`src/rtl/gshare_predictor_pkg.sv`:
```
// Shared types for the gshare direction predictor: counter and FSM
// encodings, default history width and the saturating counter step.
package gshare_predictor_pkg;

    localparam int GHR_W = 7;

    typedef enum logic [1:0] {
        SNT = 2'b00,
        WNT = 2'b01,
        WT  = 2'b10,
        ST  = 2'b11
    } ctr_e;

    typedef enum logic {
        IDLE    = 1'b0,
        RECOVER = 1'b1
    } state_e;

    function automatic logic [1:0] ctr_step(
        input logic [1:0] ctr,
        input logic       up
    );
        logic [1:0] nxt;
        nxt = ctr;
        if (up && ctr != ST) begin
            nxt = ctr + 2'd1;
        end else if (!up && ctr != SNT) begin
            nxt = ctr - 2'd1;
        end
        return nxt;
    endfunction

endpackage

```
`src/rtl/gshare_pht.sv`:
```
// Pattern history table: 2-bit saturating counters, one combinational
// read port, one synchronous update port, reset to weakly not taken.
module gshare_pht
    import gshare_predictor_pkg::*;
#(
    parameter int IDXW  = GHR_W,
    parameter int DEPTH = 1 << GHR_W
) (
    input  logic            clk,
    input  logic            rst_n,
    input  logic [IDXW-1:0] rd_idx,
    output logic [1:0]      rd_ctr,
    input  logic            upd_en,
    input  logic [IDXW-1:0] upd_idx,
    input  logic            upd_taken
);

    logic [1:0] pht_q [DEPTH];
    logic [1:0] pht_d [DEPTH];

    assign rd_ctr = pht_q[rd_idx];

    always_comb begin
        pht_d = pht_q;
        if (upd_en) begin
            pht_d[upd_idx] = ctr_step(pht_q[upd_idx], upd_taken);
        end
    end

    always_ff @(posedge clk) begin
        if (!rst_n) begin
            for (int i = 0; i < DEPTH; i++) begin
                pht_q[i] <= WNT;
            end
        end else begin
            pht_q <= pht_d;
        end
    end

endmodule

```
`src/rtl/gshare_predictor.sv`:
```
// Gshare direction predictor with speculative/committed GHR and index queue.
// Optional BPU_STAT_EN builds resolved-branch and mispredict counters.
module gshare_predictor
    import gshare_predictor_pkg::*;
#(
    parameter int GHRWIDE = GHR_W,
    parameter int PHTDEEP = 128,
    parameter int PCLOW   = 2
) (
    input  logic               Clk,
    input  logic               Rest,
    input  logic               PredValid,
    input  logic [31:0]        PredPc,
    output logic               PredReady,
    output logic               PredTaken,
    input  logic               BrValid,
    input  logic               BrTaken,
    input  logic               BrMiss,
    output logic               CriqWable,
    output logic [GHRWIDE-1:0] CriqDin,
    output logic               CriqRable,
    input  logic [GHRWIDE-1:0] CriqPreOut,
    input  logic               CriqFull,
    output logic               CriqClean,
    output logic [31:0]        StatBrCnt,
    output logic [31:0]        StatMissCnt
);

    state_e             state_q, state_d;
    logic [GHRWIDE-1:0] spec_ghr_q, spec_ghr_d;
    logic [GHRWIDE-1:0] com_ghr_q, com_ghr_d;
    logic [6:0]         out_cnt_q, out_cnt_d;

    logic [GHRWIDE-1:0] idx;
    logic [GHRWIDE-1:0] com_new;
    logic [1:0]         pht_rd;
    logic               accept;
    logic               resolve;
    logic               mispred;

    gshare_pht #(
        .IDXW  (GHRWIDE),
        .DEPTH (PHTDEEP)
    ) u_pht (
        .clk       (Clk),
        .rst_n     (Rest),
        .rd_idx    (idx),
        .rd_ctr    (pht_rd),
        .upd_en    (resolve),
        .upd_idx   (CriqPreOut),
        .upd_taken (BrTaken)
    );

    always_comb begin
        idx       = PredPc[PCLOW+GHRWIDE-1:PCLOW] ^ spec_ghr_q;
        PredTaken = pht_rd[1];
        PredReady = Rest && (state_q == IDLE) && !CriqFull
                    && !(BrValid && BrMiss);
        accept    = PredValid && PredReady;
        resolve   = Rest && BrValid && (out_cnt_q != 7'd0)
                    && (state_q == IDLE);
        mispred   = resolve && BrMiss;
        com_new   = {com_ghr_q[GHRWIDE-2:0], BrTaken};
        CriqWable = accept;
        CriqDin   = idx;
        CriqRable = resolve;
        CriqClean = Rest && (state_q == RECOVER);
    end

    always_comb begin
        state_d    = state_q;
        spec_ghr_d = spec_ghr_q;
        com_ghr_d  = com_ghr_q;
        out_cnt_d  = out_cnt_q;
        unique case (state_q)
            IDLE: begin
                if (accept) begin
                    spec_ghr_d = {spec_ghr_q[GHRWIDE-2:0], PredTaken};
                end
                if (resolve) begin
                    com_ghr_d = com_new;
                end
                // recovery restarts speculation from the committed path
                if (mispred) begin
                    spec_ghr_d = com_new;
                    state_d    = RECOVER;
                end
                if (accept && !resolve) begin
                    out_cnt_d = out_cnt_q + 7'd1;
                end else if (!accept && resolve) begin
                    out_cnt_d = out_cnt_q - 7'd1;
                end
            end
            RECOVER: begin
                state_d   = IDLE;
                out_cnt_d = 7'd0;
            end
            default: state_d = IDLE;
        endcase
    end

    always_ff @(posedge Clk) begin
        if (!Rest) begin
            state_q    <= IDLE;
            spec_ghr_q <= '0;
            com_ghr_q  <= '0;
            out_cnt_q  <= 7'd0;
        end else begin
            state_q    <= state_d;
            spec_ghr_q <= spec_ghr_d;
            com_ghr_q  <= com_ghr_d;
            out_cnt_q  <= out_cnt_d;
        end
    end

`ifdef BPU_STAT_EN
    logic [31:0] stat_br_q, stat_br_d;
    logic [31:0] stat_miss_q, stat_miss_d;

    always_comb begin
        stat_br_d   = stat_br_q;
        stat_miss_d = stat_miss_q;
        if (resolve) begin
            stat_br_d = stat_br_q + 32'd1;
        end
        if (mispred) begin
            stat_miss_d = stat_miss_q + 32'd1;
        end
    end

    always_ff @(posedge Clk) begin
        if (!Rest) begin
            stat_br_q   <= 32'd0;
            stat_miss_q <= 32'd0;
        end else begin
            stat_br_q   <= stat_br_d;
            stat_miss_q <= stat_miss_d;
        end
    end

    assign StatBrCnt   = stat_br_q;
    assign StatMissCnt = stat_miss_q;
`else
    assign StatBrCnt   = 32'd0;
    assign StatMissCnt = 32'd0;
`endif

    logic unused_ok;
    assign unused_ok = ^{PredPc[31:PCLOW+GHRWIDE], PredPc[PCLOW-1:0],
                         pht_rd[0], com_ghr_q[GHRWIDE-1]};

endmodule

```
`config.mk`:
```
export PLATFORM = sky130hd
export DESIGN_NAME = gshare_predictor
export DESIGN_NICKNAME = d
export VERILOG_FILES = /design/src/rtl/gshare_predictor_pkg.sv /design/src/rtl/gshare_pht.sv /design/src/rtl/gshare_predictor.sv
export SDC_FILE = /design/constraint.sdc
export NUM_CORES = 1
export LEC_CHECK = 0
export CAP_MARGIN = 40
export CORE_MARGIN = 2
export CORE_UTILIZATION = 40
export DETAILED_ROUTE_END_ITERATION = 8
export GPL_ROUTABILITY_DRIVEN = 0
export PLACE_DENSITY = 0.68
export RECOVER_POWER = 25
export SETUP_SLACK_MARGIN = 0.2
export SYNTH_ARGS = -nofsm -noshare
export SYNTH_HDL_FRONTEND = slang
export SYNTH_SLANG_ARGS = --single-unit
```
`constraint.sdc`:
```
create_clock -name Clk -period 6 [get_ports Clk]
set_input_delay 0.6 -clock Clk [delete_from_list [all_inputs] [get_ports Clk]]
set_output_delay 0.6 -clock Clk [all_outputs]
set_load 0.005 [all_outputs]
```
Figure 1. Cell sizes after repair.
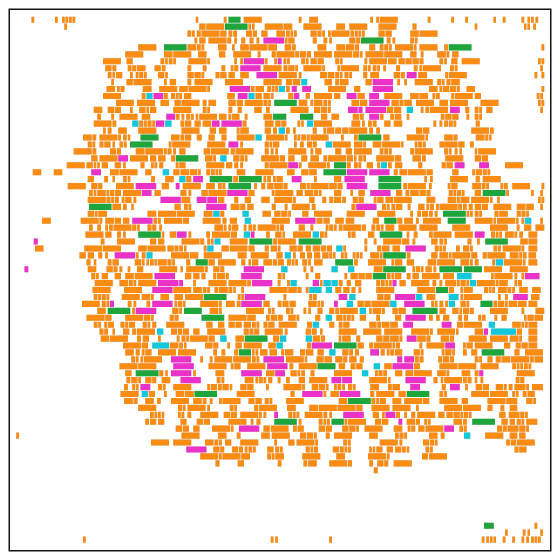
Key: drive 2 = magenta [cells 112]; drive 3 to 4 = cyan [cells 59]; drive 6 and up = green [cells 56]; drive 1 or less = orange [cells 1,851]
Non-clk bufs: 101
post-route cell area: 19,000 sq um
min setup slack post-route: 0.583 ns
area grow syn2layout: 9.92%

Figure 2. Met2 routing.
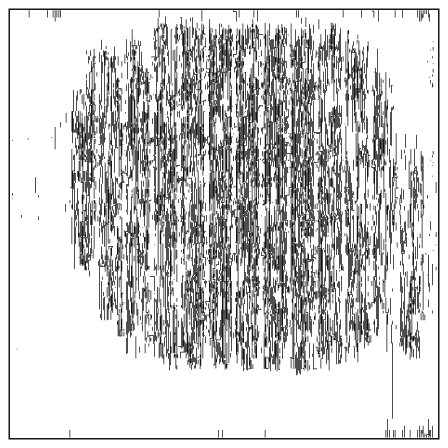
The layer holds 44% of the routed length. The wires run mostly vertical. The longest straight run is 83.1 um.
WL final: 60,900 um
Via Count: 17,100
met2 Track Usage GR: 40.9%

Figure 3. Cell classes on the final placement.
The bar under the picture is 50 um long. Fill, decap, tap and diode cells in gray.
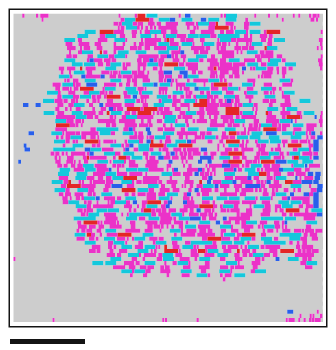
Key: clock drivers and dummy loads = red [cells 61]; other buffers and delay cells = blue [cells 101]; flops = cyan [cells 277]; all other logic = magenta [cells 1,639]
flop share of the area: 29.2%
final core occ: 44.3%
Row Count: 76
core area: 42,900 sq um

==> impl_metrics.json <==
{
  "busiest_layer": "met2",
  "hold_depth": 2,
  "mostFrequentLayoutCell": "nand2_1",
  "largest_reg_flops": 256,
  "post_dp_cell_area_sq_um": 17900,
  "drtIter0Drc": 2219,
  "die_h_um": 212,
  "netlist.area_leader.share_pct": 32.1,
  "cts_sinks": 277,
  "gr-usage-met1_pct": 35.3,
  "die_area_sq_um": 44900,
  "firstDrtPassIters": 6,
  "cts_buffers": 34,
  "synthesis.area_sq_um": 17300,
  "path_clk_slew_ns": 0.06,
  "port_buffers": 32,
  "ys_sh_xor_pct": 0.608,
  "clockRootBuffer": "clkbuf_16",
  "clk_latency_ns": 0.53,
  "wl_met2_um": 26600,
  "worstSetupPathDepth": 10,
  "diodes": 0,
  "regToRegSetupSlack_ns": 1.55,
  "power_density_nw_per_um2": 276,
  "rr_endpoint": "u_pht.pht_q[18]",
  "area_dominant_class": "combinational gates",
  "sh_comb_area_pct": 55.9,
  "ys_seq_share_pct": 32.1,
  "clkPwrFrac_pct": 39.3,
  "avgSynthCellArea_sq_um": 8.09,
  "syn_inst": 2137,
  "ff_count": 277,
  "ys_seq_elements": 277,
  "final_cells": 2663,
  "hold_violations": 0,
  "synthSimpleGateAreaFrac_pct": 16.0,
  "fmaxAchievable_mhz": 185,
  "grt_max_degree": 208,
  "hold_end": "com_ghr_q[3]",
  "p_sw_share_pct": 33.3,
  "drt-vias-per-instance": 6.44,
  "antenna_found_initial": 3,
  "cp_data_arrival_time_ns": 4.82,
  "drcViolationCount": 0,
  "post_cts_buffers": 0,
  "slowest_delay_ns": 0.87,
  "final-clk-cell-share_pct": 5.87,
  "rsz0062_at_grt": "no",
  "place_ws_ns": 0.863,
  "power_clock_mw": 2.06,
  "buf_share_pct": 4.82,
  "synthArstFlopShare_pct": 0,
  "pwr-share-seq_pct": 36.8,
  "aoi_share_pct": 32.8,
  "drt-wirelength-per-cell_um": 22.9,
  "clk_path_buf_depth": 3,
  "cts-resized-gates": 0,
  "timing.final.crit_share_pct": 90.3,
  "ys_top_logic_family": "AND-OR/OR-AND gates",
  "dp.cells": 2602,
  "fa_ha_area_share_pct": 0.695,
  "top_cell": "nand2_1",
  "ys_chip_area_sq_um": 17300,
  "ys_sh_mux_pct": 9.44,
  "crit_buf_inv": 4,
  "initCoreUtil_pct": 40.3,
  "h-tree-depth": 2,
  "ios": 122,
  "top_cells_by_count": "nand2_1, dfxtp_1, o21ai_0",
  "grtUsageTotal_pct": 26.6,
  "final_cell_mix": "nand2_1, dfxtp_1, o21ai_0, nor2_1, a21boi_0",
  "combPwrFrac_pct": 24.0,
  "met3_length_um": 7180,
  "peakVddDrop_v": 0.000222,
  "synth.distinct_cells": 63,
  "worstRegToRegCells": 12,
  "crit_start": "PredPc[3]",
  "power_mw": 5.24,
  "endpoint": "PredTaken",
  "place_hpwl_um": 37000,
  "slew_viol_final": 228,
  "status": "complete, but fails checks",
  "fp.dieW_um": 212,
  "setup_violations": 0,
  "p_comb_mw": 1.26,
  "fin_setup_tns_ns": 0,
  "crit_path_end_kind": "primary output",
  "drive_gt1_share_pct": 10.9,
  "period_minus_slack_ns": 5.42,
  "openroad.warnings": 59,
  "slowest_stage": "clkbuf_1",
  "ys_cells": 2137,
  "maxCapViolCount": 3,
  "violations": "max-capacitance violations, max-slew violations",
  "nWellTaps": 585,
  "first_global_vias": 16400,
  "relSlewSlack_pct": -169,
  "cp_max_fo": 24,
  "hp-class": "flip-flop to flip-flop",
  "yosys_warnings": 0,
  "regArea_sq_um": 5550,
  "finalHoldWorstSlack_ns": 0.473,
  "top_layer": "met5",
  "ctsHoldBuffers": 0,
  "yosys-top-cells-area": "dfxtp_1, o21ai_0, nand2_1, mux4_2, o211a_1"
}
Power and IR drop assume default switching activity.
